<file path="src/rtl/reg_scoreboard.sv">
// Register-hazard scoreboard: per-register pending-write counters, issue stall and flush.
// Latency: stall/issue_fire are combinational; counter updates show on busy_mask one cycle later.
// Backpressure: stall holds decode while a read or write targets a register with a pending write.
//
// Ports:
//   clk, rst       - rising-edge clock, asynchronous active-low reset
//   clear          - synchronous flush of all pending counters
//   issue_*        - decoded instruction: valid, src/dst fields, read/write intent
//   use_src/use_dst- instruction reads issue_src / issue_dst as operands
//   wr_dst         - instruction will write issue_dst at writeback
//   wb_valid/wb_dst- writeback commit of a register write
//   stall          - hold decode this cycle
//   issue_fire     - instruction issues this cycle
//   busy_mask      - bit r set while register r has a pending write
//   stall_cnt      - saturating count of stalled cycles
//   underflow      - sticky: writeback seen for a register with nothing pending
module reg_scoreboard #(
  parameter int N         = 3,
  parameter int NREG      = 8,
  parameter int CW        = 2,
  parameter bit WB_BYPASS = 1'b1
) (
  input  logic            clk,
  input  logic            rst,
  input  logic            clear,
  input  logic            issue_valid,
  input  logic [N-1:0]    issue_src,
  input  logic [N-1:0]    issue_dst,
  input  logic            use_src,
  input  logic            use_dst,
  input  logic            wr_dst,
  input  logic            wb_valid,
  input  logic [N-1:0]    wb_dst,
  output logic            stall,
  output logic            issue_fire,
  output logic [NREG-1:0] busy_mask,
  output logic [15:0]     stall_cnt,
  output logic            underflow
);

  localparam logic [CW-1:0] CNT_MAX = {CW{1'b1}};
  localparam logic [CW-1:0] CNT_ONE = CW'(1);

  logic [CW-1:0]   cnt [NREG];
  logic [CW-1:0]   src_cnt;
  logic [CW-1:0]   dst_cnt;
  logic [CW-1:0]   wb_cnt;
  logic            src_bypass;
  logic            dst_bypass;
  logic            src_pend;
  logic            dst_pend;
  logic            raw_hazard;
  logic            waw_hazard;
  logic            sat_hazard;
  logic            inc_en;
  logic            dec_en;
  logic [NREG-1:0] inc_vec;
  logic [NREG-1:0] dec_vec;

  assign src_cnt = cnt[issue_src];
  assign dst_cnt = cnt[issue_dst];
  assign wb_cnt  = cnt[wb_dst];

  // A writeback retiring the last pending write to a register releases it
  // in the same cycle when bypass is enabled.
  assign src_bypass = WB_BYPASS && wb_valid && (wb_dst == issue_src) && (src_cnt == CNT_ONE);
  assign dst_bypass = WB_BYPASS && wb_valid && (wb_dst == issue_dst) && (dst_cnt == CNT_ONE);

  assign src_pend = (src_cnt != '0) && !src_bypass;
  assign dst_pend = (dst_cnt != '0) && !dst_bypass;

  assign raw_hazard = (use_src && src_pend) || (use_dst && dst_pend);
  assign waw_hazard = wr_dst && dst_pend;
  // Cannot trigger while WAW stalls are in force; guards the counter from wrapping.
  assign sat_hazard = wr_dst && (dst_cnt == CNT_MAX);

  assign stall      = issue_valid && (raw_hazard || waw_hazard || sat_hazard);
  assign issue_fire = issue_valid && !stall;

  assign inc_en = issue_fire && wr_dst;
  assign dec_en = wb_valid && (wb_cnt != '0);

  always_comb begin
    inc_vec = '0;
    dec_vec = '0;
    if (inc_en) inc_vec[issue_dst] = 1'b1;
    if (dec_en) dec_vec[wb_dst]    = 1'b1;
  end

  always_comb begin
    busy_mask = '0;
    for (int i = 0; i < NREG; i++) begin
      busy_mask[i] = (cnt[i] != '0);
    end
  end

  always_ff @(posedge clk or negedge rst) begin
    if (!rst) begin
      for (int i = 0; i < NREG; i++) begin
        cnt[i] <= '0;
      end
      stall_cnt <= '0;
      underflow <= 1'b0;
    end else begin
      for (int i = 0; i < NREG; i++) begin
        if (clear) begin
          cnt[i] <= '0;
        end else if (inc_vec[i] && !dec_vec[i]) begin
          cnt[i] <= cnt[i] + CNT_ONE;
        end else if (dec_vec[i] && !inc_vec[i]) begin
          cnt[i] <= cnt[i] - CNT_ONE;
        end
        // inc and dec on the same register cancel out
      end

      if (stall && (stall_cnt != 16'hFFFF)) begin
        stall_cnt <= stall_cnt + 16'd1;
      end

      if (wb_valid && (wb_cnt == '0)) begin
        underflow <= 1'b1;
      end
    end
  end

endmodule

</file>
<file path="config.mk">
export PLATFORM = sky130hd
export DESIGN_NAME = reg_scoreboard
export DESIGN_NICKNAME = d
export VERILOG_FILES = /design/src/rtl/reg_scoreboard.sv
export SDC_FILE = /design/constraint.sdc
export NUM_CORES = 1
export LEC_CHECK = 0
export ABC_AREA = 1
export CORE_ASPECT_RATIO = 0.7
export CORE_UTILIZATION = 49
export CTS_CLUSTER_SIZE = 25
export DETAILED_ROUTE_END_ITERATION = 12
export PLACE_DENSITY = 0.88
export SLEW_MARGIN = 5
export SYNTH_ARGS = -nofsm -noshare
export SYNTH_HDL_FRONTEND = slang
export SYNTH_SLANG_ARGS = --single-unit
</file>
<file path="constraint.sdc">
create_clock -name clk -period 2 [get_ports clk]
set_input_delay 0.6 -clock clk [delete_from_list [all_inputs] [get_ports clk]]
set_output_delay 0.6 -clock clk [all_outputs]
set_load 0.01 [all_outputs]
</file>
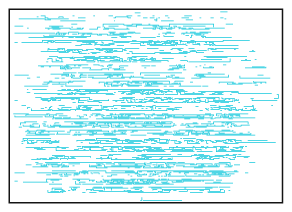
m1.png
Drawn at 3 px/um.
wire length on this layer = 4040 um
nets with wire on the layer = 511
share of all routed wire = 37%
longest straight run = 26.8 um
main direction = horizontal

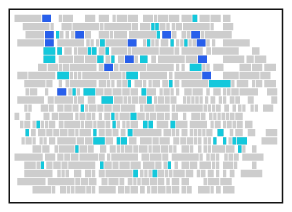
gates.png
Drawn at 3 px/um.
xor and xnor cells -> blue  # cells 13
nor cells -> cyan  # cells 55
non-filler cells, final: 604
combinational share of cell area: 0.445
most common logic cell in the routed design: nand2_1

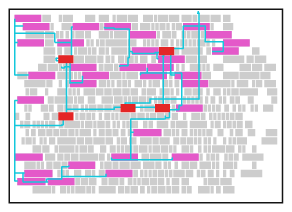
clock_wires.png
Drawn at 3 px/um.
clock wires -> cyan  # length 495 um
clock-net drivers -> red  # count 5
flip-flops -> magenta  # count 33
routed clock nets = 6
flops lie = spread over the die
Latency at later pin: 290 ps
clock power share: 0.200
clock skew: 6.50 ps
P_clk: 507 uW

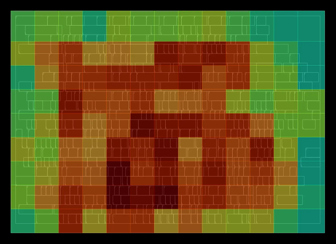
congestion_map.png
Routed WL per cell: 18.1 um
grt peak-use layer: met2
GR Util met1: 0.466
total track usage: 0.353
met2 GRT Util: 0.570

==> out/qor.txt <==
Top Ports -> 44
worst vdd ir -> 637 uV
fin worst setup slack -> -364 ps
largest net degree at the start of global routing -> 34
final WL -> 10900 um
Tool Warnings -> 29
yosys synthesis chip area -> 2690 um2
total power -> 2530 uW
Layout Nets -> 549
# fillers -> 319
post-layout minimum cycle time -> 2360 ps
Post-synth EDFFs -> 0
Leak -> 0.00209 uW
utilization after layout -> 0.796
vias in the first global route -> 3288
PortBufs -> 43
crit path from -> issue_dst[0]
cycle use final -> 1.18
final global-route overflow total -> 0
drc violations -> 0
chip area -> 5800 um2
Crit Path Max Fanout -> 8
CP Capture Type -> output pin
PD cells -> 605 nW/um2
clock-pin slew on the worst setup and hold paths -> 70 ps
Slew Viols, Final -> 0
Syn Area/Cell -> 6.53 um2
Post-synth top cells -> nand2_1 (155), inv_1 (40), nor2_1 (34)
leading area contributor after synthesis -> dfrtp_1
startpoint types -> input port
Clock Tree Root -> clkbuf_8
unrepaired setup endpoints after global routing -> yes
Top Layout Cells -> nand2_1 (123), buf_4 (59), nand2_2 (34), inv_1 (34), dfrtp_1 (29)
Cell Area, Synth -> 2690 um2
Hold Crit Class -> reg -> reg
placed insts -> 580
r2r startpoint -> cnt[9]
violated checks -> negative setup slack
area grow syn2layout -> 55.5%
H-tree levels -> 2
# Cells Yosys -> 412
hold-fix buffers at CTS -> 0
kind of critical path -> in -> out
post-synthesis async set-or-reset flop share -> 1.00
hold_sp -> underflow
max_slew headroom -> 0.600
Floorplan Nets -> 430
Cell area leaders -> dfrtp_1 (31%), nand2_1 (22%), nand4_1 (6.0%)
hold depth -> 1
die span in x -> 90.6 um
critical path arrival -> 1760 ps
Post-DRT Antenna Nets -> 0
Yosys warnings -> 0
outcome -> finished, violations left
Via density -> 6.04
setup TNS -> -5350 ps
Synth top cell by count -> nand2_1
Reg2Reg Depth -> 12
final setup violation count -> 34
Yosys reg bits -> 33
TritonCTS buffer count -> 5
DRT Pass-1 Iters -> 6
Top-area cell share -> 0.307
starting density of the core -> 0.512
first-pass GRT wire length -> 16000 um
routability cong. -> 0.940
Req. time, crit path -> 1400 ps
MaxCap Viol Count -> 0
initial antenna violation count -> 0
CTS max path bufs -> 2
core area -> 5260 um2
ys flop type -> dfrtp_1
CTS tree -> built
row count -> 22
share of layout cells above drive strength 1 -> 0.380
diode count -> 0
Die Span Y -> 64.0 um
Post-Synthesis Cells -> 412
Num Clock Sinks -> 33
Cell Area, Placed -> 3660 um2
Post-Route Hold Slack -> 502 ps
[layout make-up]
type                    instances  area, um2  share of cell area
clock buffers                   6       72.6              0.0173
clock inverters                 2       10.0             0.00239
inverters                      47        206              0.0493
multi-input cells             321       1860               0.445
flip-flops and latches         33        831               0.199
well taps                      72       90.1              0.0215
repair buffers                122       1110               0.264
repair inverters                1       8.76             0.00209
[repair_timing]
item                       in CTS  in global routing
gates cloned                    2                  0
pin swaps                      38                 26
setup endpoints to repair      42                 37
gates resized                 126                 59
buffers inserted               10                  5
hold endpoints to repair        0                  0
[cells by family after synthesis]
| group | after synthesis | synth area share |
|---|---|---|
| xor+xnor | 13 | 0.0423 |
| compound gates | 19 | 0.0437 |
| fa+ha+maj | 1 | 0.00465 |
| simple gates | 288 | 0.505 |
| buf+inv | 58 | 0.0976 |
| flops | 33 | 0.307 |
[final timing paths]
kind	to	slack [ps]
worst max register to register	cnt[4]	-310
worst min register to register	underflow	500
worst min-delay path	underflow	500
worst max-delay path	stall	-360
max in group asynchronous	cnt[8]	940
min in group asynchronous	stall_cnt[15]	710
[power by group]
group	internal, uW	total (uW)	switching [uW]
sequential	766	881	114
combinational	526	1140	617
clock	241	507	266
[routing by layer]
metal  wire length (um)  part of all wire  track usage
met3               1380              0.13       0.0726
met4                680             0.062        0.141
met5                  0                 0            0
met2               4810              0.44        0.570
met1               4040              0.37        0.466
[registers in the layout (all words and copies together), names as in the netlist]
name / count
underflow: 1
stall_cnt: 16
cnt: 16
[critical path, cell delays in order]
cell,delay [ps]
buf_8,110
buf_12,140
inv_12,70
nand2_2,50
nand2_2,50
nand2_1,60
nand2_1,60
nand2_1,50
nand2_1,70
nand2_1,60
nand2_1,70
nand2_2,90
a21boi_4,150
buf_6,120
Power figures rest on the tool's default switching activity, not on a simulated workload.
